$ cat src/rtl/sseg_scan_capture.sv
// sseg_scan_capture: receive side of the scanned 7-segment bus.
// Watches the active-low an/sseg lines, waits for each digit dwell to settle and
// rebuilds the four hex digits, decimal points and per-digit status.
// Optional build macro SSEG_CAP_ERRCNT_EN adds an 8-bit saturating err_count
// output (undecodable captures plus dwells abandoned during settling).
//
// state   | meaning
// --------+------------------------------------------------------------
// IDLE    | waiting for a single active digit enable
// SETTLE  | snapshot held, counting consecutive stable cycles
// CAPTURE | one cycle: decode the snapshot into its digit slot
// HOLD    | digit already taken for this dwell, wait for the bus to move
module sseg_scan_capture #(
  parameter int SYNC_STAGES    = 2,
  parameter int SETTLE_CYCLES  = 16,
  parameter int TIMEOUT_CYCLES = 2000000
) (
  input  logic       clk,
  input  logic       reset_n,
  input  logic [3:0] an,
  input  logic [7:0] sseg,
  output logic [3:0] hex3,
  output logic [3:0] hex2,
  output logic [3:0] hex1,
  output logic [3:0] hex0,
  output logic [3:0] dp_out,
  output logic [3:0] digit_valid,
  output logic [3:0] blank,
  output logic       frame_done,
  output logic       seg_err,
  output logic       stalled
`ifdef SSEG_CAP_ERRCNT_EN
  ,
  output logic [7:0] err_count
`endif
);

  localparam int SW = $clog2(SETTLE_CYCLES + 1);
  localparam int TW = $clog2(TIMEOUT_CYCLES + 1);

  typedef enum logic [1:0] {IDLE, SETTLE, CAPTURE, HOLD} state_t;

  logic [11:0]   sync_q [SYNC_STAGES];
  logic [11:0]   cur;
  logic [11:0]   snap;
  state_t        state;
  logic [SW-1:0] settle_cnt;
  logic [TW-1:0] idle_cnt;
  logic [3:0]    mask;
  logic [3:0]    mask_next;
  logic [1:0]    cap_idx;
  logic [3:0]    dec_val;
  logic          dec_hit;
  logic          cur_ok;

  assign cur       = sync_q[SYNC_STAGES-1];
  assign cur_ok    = $onehot(~cur[11:8]);
  assign mask_next = mask | ~snap[11:8];

  // Bring the asynchronous display bus into the clock domain; idle level is all-off.
  always_ff @(posedge clk or negedge reset_n) begin
    if (!reset_n) begin
      for (int i = 0; i < SYNC_STAGES; i++) sync_q[i] <= 12'hFFF;
    end else begin
      sync_q[0] <= {an, sseg};
      for (int i = 1; i < SYNC_STAGES; i++) sync_q[i] <= sync_q[i-1];
    end
  end

  // Digit slot addressed by the single low enable in the snapshot.
  always_comb begin
    cap_idx = 2'd0;
    case (snap[11:8])
      4'b1101: cap_idx = 2'd1;
      4'b1011: cap_idx = 2'd2;
      4'b0111: cap_idx = 2'd3;
      default: cap_idx = 2'd0;
    endcase
  end

  // Active-low a..g pattern to hex value.
  always_comb begin
    dec_hit = 1'b1;
    dec_val = 4'h0;
    case (snap[6:0])
      7'h01: dec_val = 4'h0;
      7'h4F: dec_val = 4'h1;
      7'h12: dec_val = 4'h2;
      7'h06: dec_val = 4'h3;
      7'h4C: dec_val = 4'h4;
      7'h24: dec_val = 4'h5;
      7'h20: dec_val = 4'h6;
      7'h0F: dec_val = 4'h7;
      7'h00: dec_val = 4'h8;
      7'h04: dec_val = 4'h9;
      7'h08: dec_val = 4'hA;
      7'h60: dec_val = 4'hB;
      7'h31: dec_val = 4'hC;
      7'h42: dec_val = 4'hD;
      7'h30: dec_val = 4'hE;
      7'h38: dec_val = 4'hF;
      default: dec_hit = 1'b0;
    endcase
  end

  // Dwell tracking, capture into the digit registers, frame and stall bookkeeping.
  always_ff @(posedge clk or negedge reset_n) begin
    if (!reset_n) begin
      state       <= IDLE;
      snap        <= 12'h000;
      settle_cnt  <= '0;
      idle_cnt    <= '0;
      mask        <= 4'h0;
      hex3        <= 4'h0;
      hex2        <= 4'h0;
      hex1        <= 4'h0;
      hex0        <= 4'h0;
      dp_out      <= 4'h0;
      digit_valid <= 4'h0;
      blank       <= 4'h0;
      frame_done  <= 1'b0;
      seg_err     <= 1'b0;
      stalled     <= 1'b0;
`ifdef SSEG_CAP_ERRCNT_EN
      err_count   <= 8'h00;
`endif
    end else begin
      frame_done <= 1'b0;
      seg_err    <= 1'b0;
      case (state)
        IDLE: begin
          if (cur_ok) begin
            state      <= SETTLE;
            snap       <= cur;
            settle_cnt <= SW'(SETTLE_CYCLES);
          end
        end
        SETTLE: begin
          if (cur == snap) begin
            if (settle_cnt == SW'(1)) state <= CAPTURE;
            else settle_cnt <= settle_cnt - SW'(1);
          end else if (cur_ok) begin
            snap       <= cur;
            settle_cnt <= SW'(SETTLE_CYCLES);
          end else begin
            state <= IDLE;
`ifdef SSEG_CAP_ERRCNT_EN
            if (err_count != 8'hFF) err_count <= err_count + 8'd1;
`endif
          end
        end
        CAPTURE: begin
          state           <= HOLD;
          dp_out[cap_idx] <= ~snap[7];
          if (dec_hit) begin
            case (cap_idx)
              2'd0:    hex0 <= dec_val;
              2'd1:    hex1 <= dec_val;
              2'd2:    hex2 <= dec_val;
              default: hex3 <= dec_val;
            endcase
            blank[cap_idx]       <= 1'b0;
            digit_valid[cap_idx] <= 1'b1;
          end else if (snap[6:0] == 7'h7F) begin
            blank[cap_idx]       <= 1'b1;
            digit_valid[cap_idx] <= 1'b1;
          end else begin
            seg_err              <= 1'b1;
            digit_valid[cap_idx] <= 1'b0;
`ifdef SSEG_CAP_ERRCNT_EN
            if (err_count != 8'hFF) err_count <= err_count + 8'd1;
`endif
          end
          // A completed frame clears the mask in the same edge that completes it.
          frame_done <= (mask_next == 4'hF);
          mask       <= (mask_next == 4'hF) ? 4'h0 : mask_next;
        end
        default: begin
          if (cur != snap) state <= IDLE;
        end
      endcase

      // Capture always takes priority over an expiring stall timer.
      if (state == CAPTURE) begin
        idle_cnt <= '0;
        stalled  <= 1'b0;
      end else if (!stalled) begin
        if (idle_cnt == TW'(TIMEOUT_CYCLES - 1)) begin
          stalled     <= 1'b1;
          digit_valid <= 4'h0;
          mask        <= 4'h0;
          idle_cnt    <= '0;
        end else begin
          idle_cnt <= idle_cnt + TW'(1);
        end
      end
    end
  end

endmodule
$ cat config.mk
export PLATFORM = sky130hd
export DESIGN_NAME = sseg_scan_capture
export DESIGN_NICKNAME = d
export VERILOG_FILES = /design/src/rtl/sseg_scan_capture.sv
export SDC_FILE = /design/constraint.sdc
export NUM_CORES = 1
export LEC_CHECK = 0
export CORE_MARGIN = 2
export CORE_UTILIZATION = 35
export DETAILED_ROUTE_END_ITERATION = 6
export SETUP_SLACK_MARGIN = 0.2
export SLEW_MARGIN = 20
export SYNTH_ARGS = -nofsm -noshare
export SYNTH_HDL_FRONTEND = slang
export SYNTH_SLANG_ARGS = --single-unit
export TNS_END_PERCENT = 5
$ cat constraint.sdc
create_clock -name clk -period 6.65 [get_ports clk]
set_input_delay 0.9975 -clock clk [delete_from_list [all_inputs] [get_ports clk]]
set_output_delay 0.9975 -clock clk [all_outputs]
set_load 0.02 [all_outputs]
==> deck_impl_summary.md, run 1 <==
Physical Implementation Snapshot

Run status
  – Outcome: completed

STA
  – Slew Viols, Final: 0
  – Max Freq: 0.3991 GHz
  – Hold slack: 355.4 ps
  – Endpoints failing setup: 0
  – Final min period: 2506 ps
  – RSZ-0062 raised after global routing: false

CTS
  – TritonCTS clock tree: yes
  – Clk latency late pin: 340 ps
  – Post-cts sizing count: 0

Yosys
  – Cell count after synthesis: 433
  – Async S/R FF share, synth: 100.0%
  – Cell Type Count: 60
  – Dominant combinational family: simple AND/OR/NAND/NOR gates
  – Ys flop type: dfrtp_1

Route
  – Routed vias/inst: 5.195
  – Highest Signal Layer: met4
  – Initial DRC Count: 274

Layout
  – Inverters: 24
  – Layout cells sized above 1: 15.79%
  – Most numerous logic cell after layout: dfrtp_1
  – Area delta synth->final: 18.14%
  – Nets: 490
  – Seq_cells: 99
  – Non-clk bufs: 48

Worst hold path
  – Hold path start: sync_q[17]$_DFF_PN1_
  – Worst min path class: flop to flop
  – Hold path cells: 0
  – Worst hold path endpoint: cur[5]$_DFF_PN1_

Floorplanning
  – Die area: 14380 µm²

Global route
  – Met2 usage: 21.91%
  – First-pass GRT wire length: 16.18 mm
  – Largest net degree at the start of global routing: 71

Run
  – Log Warnings: 27

Power and ir drop
  – Leak: 2.321 nW

Place
  – Pre-CTS setup slack: 4100 ps
  – Placed wire-length estimate: 6.674 mm
## run 1: critical path, cell delays in order, from the launching register on
cell	delay, ps
dfstp_2	580
fa_1	410
inv_1	60
ha_1	130
ha_1	220
nor2_1	160
nand4_2	400
mux2_2	420
## run 1: logic make-up after synthesis
logic type,Yosys count
flip-flops,99
AND/OR/NAND/NOR,142
AND-OR/OR-AND,96
XOR/XNOR,17
buffers and inverters,46
adder cells (fa/ha/maj),6
multiplexers,27
## run 1: flip-flops by register name, indices dropped and copies added, names as in the netlist, 5 cells and up, named ones only
register,flops
idle_cnt,21
settle_cnt,5
snap,12
sync_q,12
cur,12
## run 1: power breakdown
group          leakage, nW  switching [W]  total (W)  internal (W)
Sequential            1.25       0.000128   0.000789      0.000661
Combinational        0.921       0.000139   0.000277      0.000138
Clock                0.145       0.000216   0.000516      0.000300
==> run_1/clk_routes.png <==
The bar under the picture is 20 µm long.
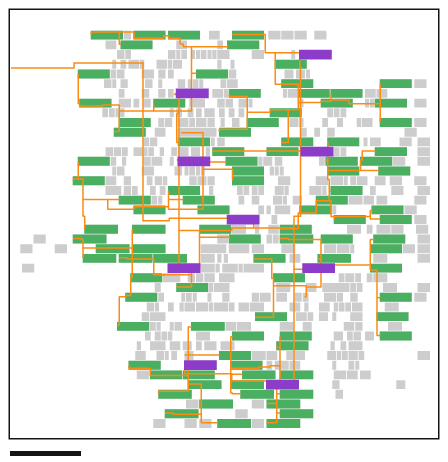
- orange: clock wires (length 1220 µm)
- purple: clock drivers (count 9)
- green: flip-flops (count 99)
- routed clock nets: 10

==> run_1/clocks.png <==
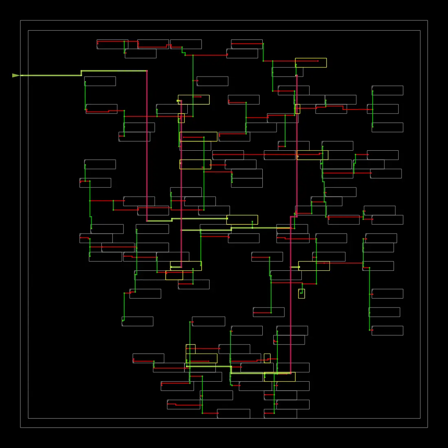
CLK BUF: 11
Clock Skew: 8.634 ps
Num CTS Buffers: 9

==> run_1/placement_by_type.png <==
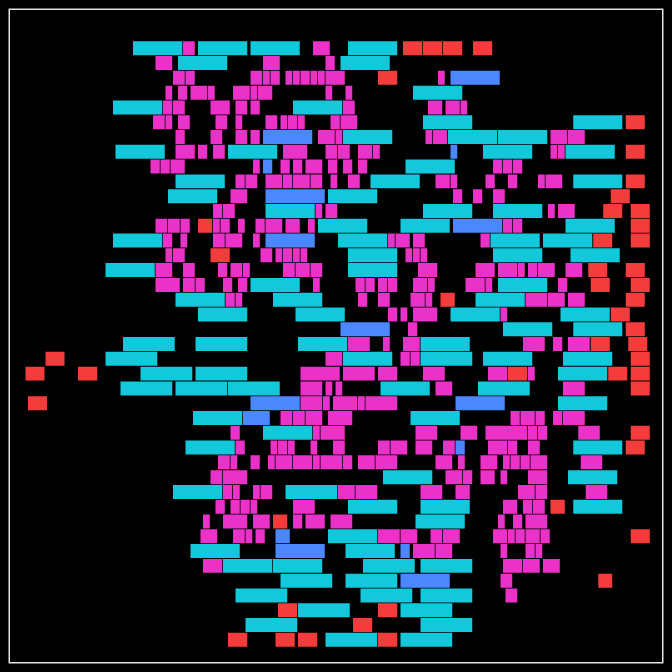
- magenta: combinational and other logic (cells 312; share of their area 39%)
- cyan: flops (cells 99; share of their area 47%)
- red: other buffers and delay cells (cells 48; share of their area 8.8%)
- blue: clock drivers and dummy loads (cells 16; share of their area 5.5%)

==> inputs of run 2 (changes only) <==
Clock period 6.65 ns to 2.1 ns, I/O delays scaled along.
==> run 2 against run 1 <==
  * The flow now finishes with violations (negative setup slack)
  * Global-route usage increased by 0.60 points
  * Power increased to 3.5 times the previous value
  * Sequential share of layout area decreased by 3.7 points
  * Critical path type unchanged
  * Largest cell class unchanged
==> deck_impl_summary.md, run 2 <==
Physical Implementation Snapshot

Route
  – Routed vias/inst: 5.059
  – Highest Signal Layer: met4
  – Initial DRC Count: 289
  – DRC viols: 0
  – DR WL met2: 4.810 mm

Worst hold path
  – Worst min path class: flop to flop
  – Hold path start: sync_q[12]$_DFF_PN1_
  – Hold path cells: 0
  – Worst hold path endpoint: cur[0]$_DFF_PN1_

Place
  – Pre-CTS setup slack: -158.1 ps
  – Gp weighted congestion: 0.8111
  – Dpl cell area: 5577 µm²
  – Port Buf Inserts: 44
  – Placed wire-length estimate: 7.505 mm

Power and ir drop
  – Sequential power share: 42.2%
  – Int Power: 0.003852 W
  – VDD IR max: 0.3817 mV
  – Overall power after layout: 0.005469 W
  – Combinational share of power: 25.5%
  – Top Consumer: sequential cells
  – P_comb: 0.00140 W
  – Share of power burned in the clock network: 32.2%
  – Switching Share: 29.56%
  – Sw power: 0.001617 W
  – Flip-flop and latch power: 0.00231 W
  – Clk. pwr: 0.00176 W
  – Leak: 2.560 nW

Yosys
  – Number of enable flip-flop cells: 0
  – Top cell type by instance count after synthesis: dfrtp_1
  – Syn avg cell area: 10.86 µm²
  – Cell Type Count: 60
  – Yosys cell count: 433
  – Ys flop type: dfrtp_1
  – Async S/R FF share, synth: 100.0%
  – Top cells by area: dfrtp_1 40%, dfstp_2 13%, mux2_2 4.5%
  – Max-area cell share: 39.90%
  – Nets at Floorplan: 453
  – Yosys warns: 0
  – Leading area contributor after synthesis: dfrtp_1
  – Cell count after synthesis: 433

Global route
  – Antenna violations before repair: 0
  – Largest net degree at the start of global routing: 40
  – M3 GR Usage: 3.565%
  – Met2 usage: 23.58%
  – First-pass GRT wire length: 17.05 mm

Setup path
  – Setup crit end: snap[11]$_DFFE_PN0P_
  – Critical path arrival: 2490 ps
  – CP Max Fanout: 6
  – Worst Setup SP: cur[11]$_DFF_PN1_
  – CP max stage cell: dfstp_2
  – Crit path largest cell delay: 590 ps
  – Cell family with most CP delay: adder cells
  – WP data required: 2320 ps
  – WP buf/inv: 2
  – Critical path, cell by cell: fa_1 -> inv_1 -> ha_2 -> ha_4 -> nor2_4 -> nand4_4 -> clkbuf_16 -> mux2_2
  – Crit path depth: 8
  – R2R Setup Slk: -170 ps
  – Reg2reg start: cur[11]$_DFF_PN1_

STA
  – RSZ-0062 raised after global routing: true
  – Max Freq: 0.4412 GHz
  – Final worst slack: -166.4 ps
  – Slew Viols, Final: 0
  – Final min period: 2266 ps
  – Endpoints failing setup: 17
  – Hold slack: 355.1 ps
  – Clock Skew: 6.919 ps

Layout
  – Top reg by flops: idle_cnt
  – Most numerous logic cell after layout: dfrtp_1
  – Nets: 529
  – Area delta synth->final: 29.02%
  – Most common logic cells in the final layout: 70 x dfrtp_1, 43 x clkdlybuf4s50_1, 36 x buf_4
  – Layout cells sized above 1: 25.88%
  – Max reg flops: 21
  – Design area: 6068 µm²

CTS
  – Clock transition at the registers of the reported paths: 60 ps
  – Post-CTS Setup Inserts: 0
  – Num CTS Buffers: 9
  – Root Driver: clkbuf_16
  – TritonCTS clock tree: yes
  – CTS H-tree lvls: 3
  – Max Buffers Root-to-Sink: 2
  – Post-cts sizing count: 8
  – Clk latency late pin: 340 ps

Floorplanning
  – CORE AREA: 13190 µm²
  – Die area: 14380 µm²
  – Die Y: 119.9 µm

Run status
  – Failing checks: negative setup slack
  – Outcome: finished, violations left

Run
  – Log Warnings: 30
## run 2: cell counts after synthesis
No cell type changed its count.
## run 2: cell type report
cell class	instances	area [µm²]
tap	176	220.2
sequential	99	2514
clock inverter	5	77.57
clock buffer	11	242.7
fill	1214	7122
multi-input combinational	288	2086
inverter	24	90.09
timing repair buffer	87	838.3
## run 2: kinds of logic after synthesis
| group | count (synthesis) | synth area share (%) |
|---|---|---|
| and+or+nand+nor | 142 | 17.37 |
| DFF | 99 | 53.31 |
| AOI/OAI and AO/OA | 96 | 13.14 |
| buffers and inverters | 46 | 4.682 |
| muxes | 27 | 6.252 |
| xor gates and xnor gates | 17 | 3.485 |
| adders and majority gates | 6 | 1.756 |
==> run_2/clocks.png <==
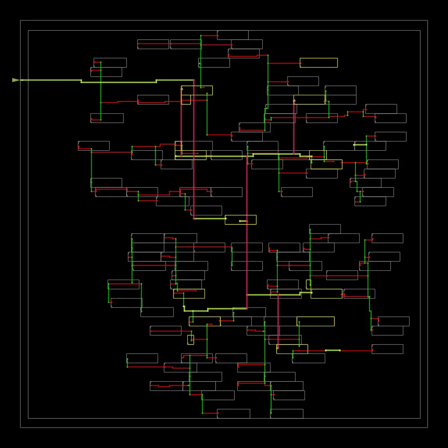
seq_cells: 99
CTS Sinks: 99

==> run_2/placement_by_type.png <==
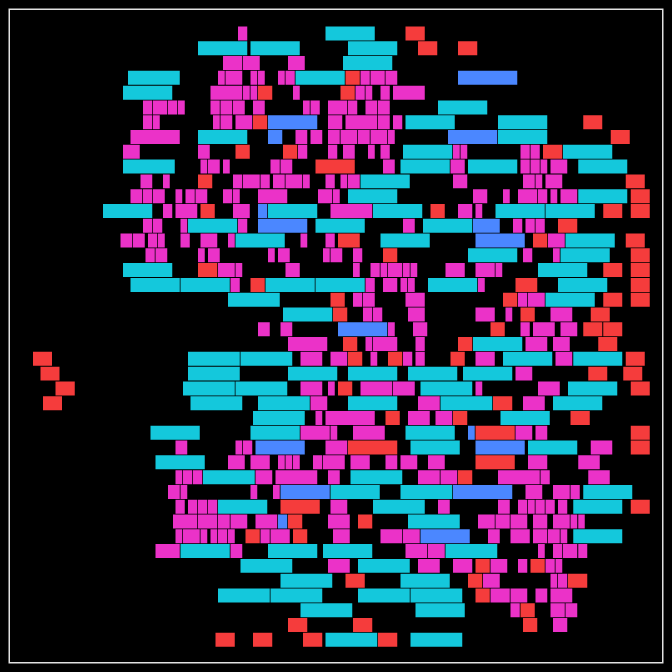
- cyan: flops (cells 99; share of their area 43%)
- blue: clock drivers and dummy loads (cells 16; share of their area 5.5%)
- red: other buffers and delay cells (cells 87; share of their area 14%)
- magenta: combinational and other logic (cells 312; share of their area 37%)

Power is estimated from default activity; no workload was simulated.
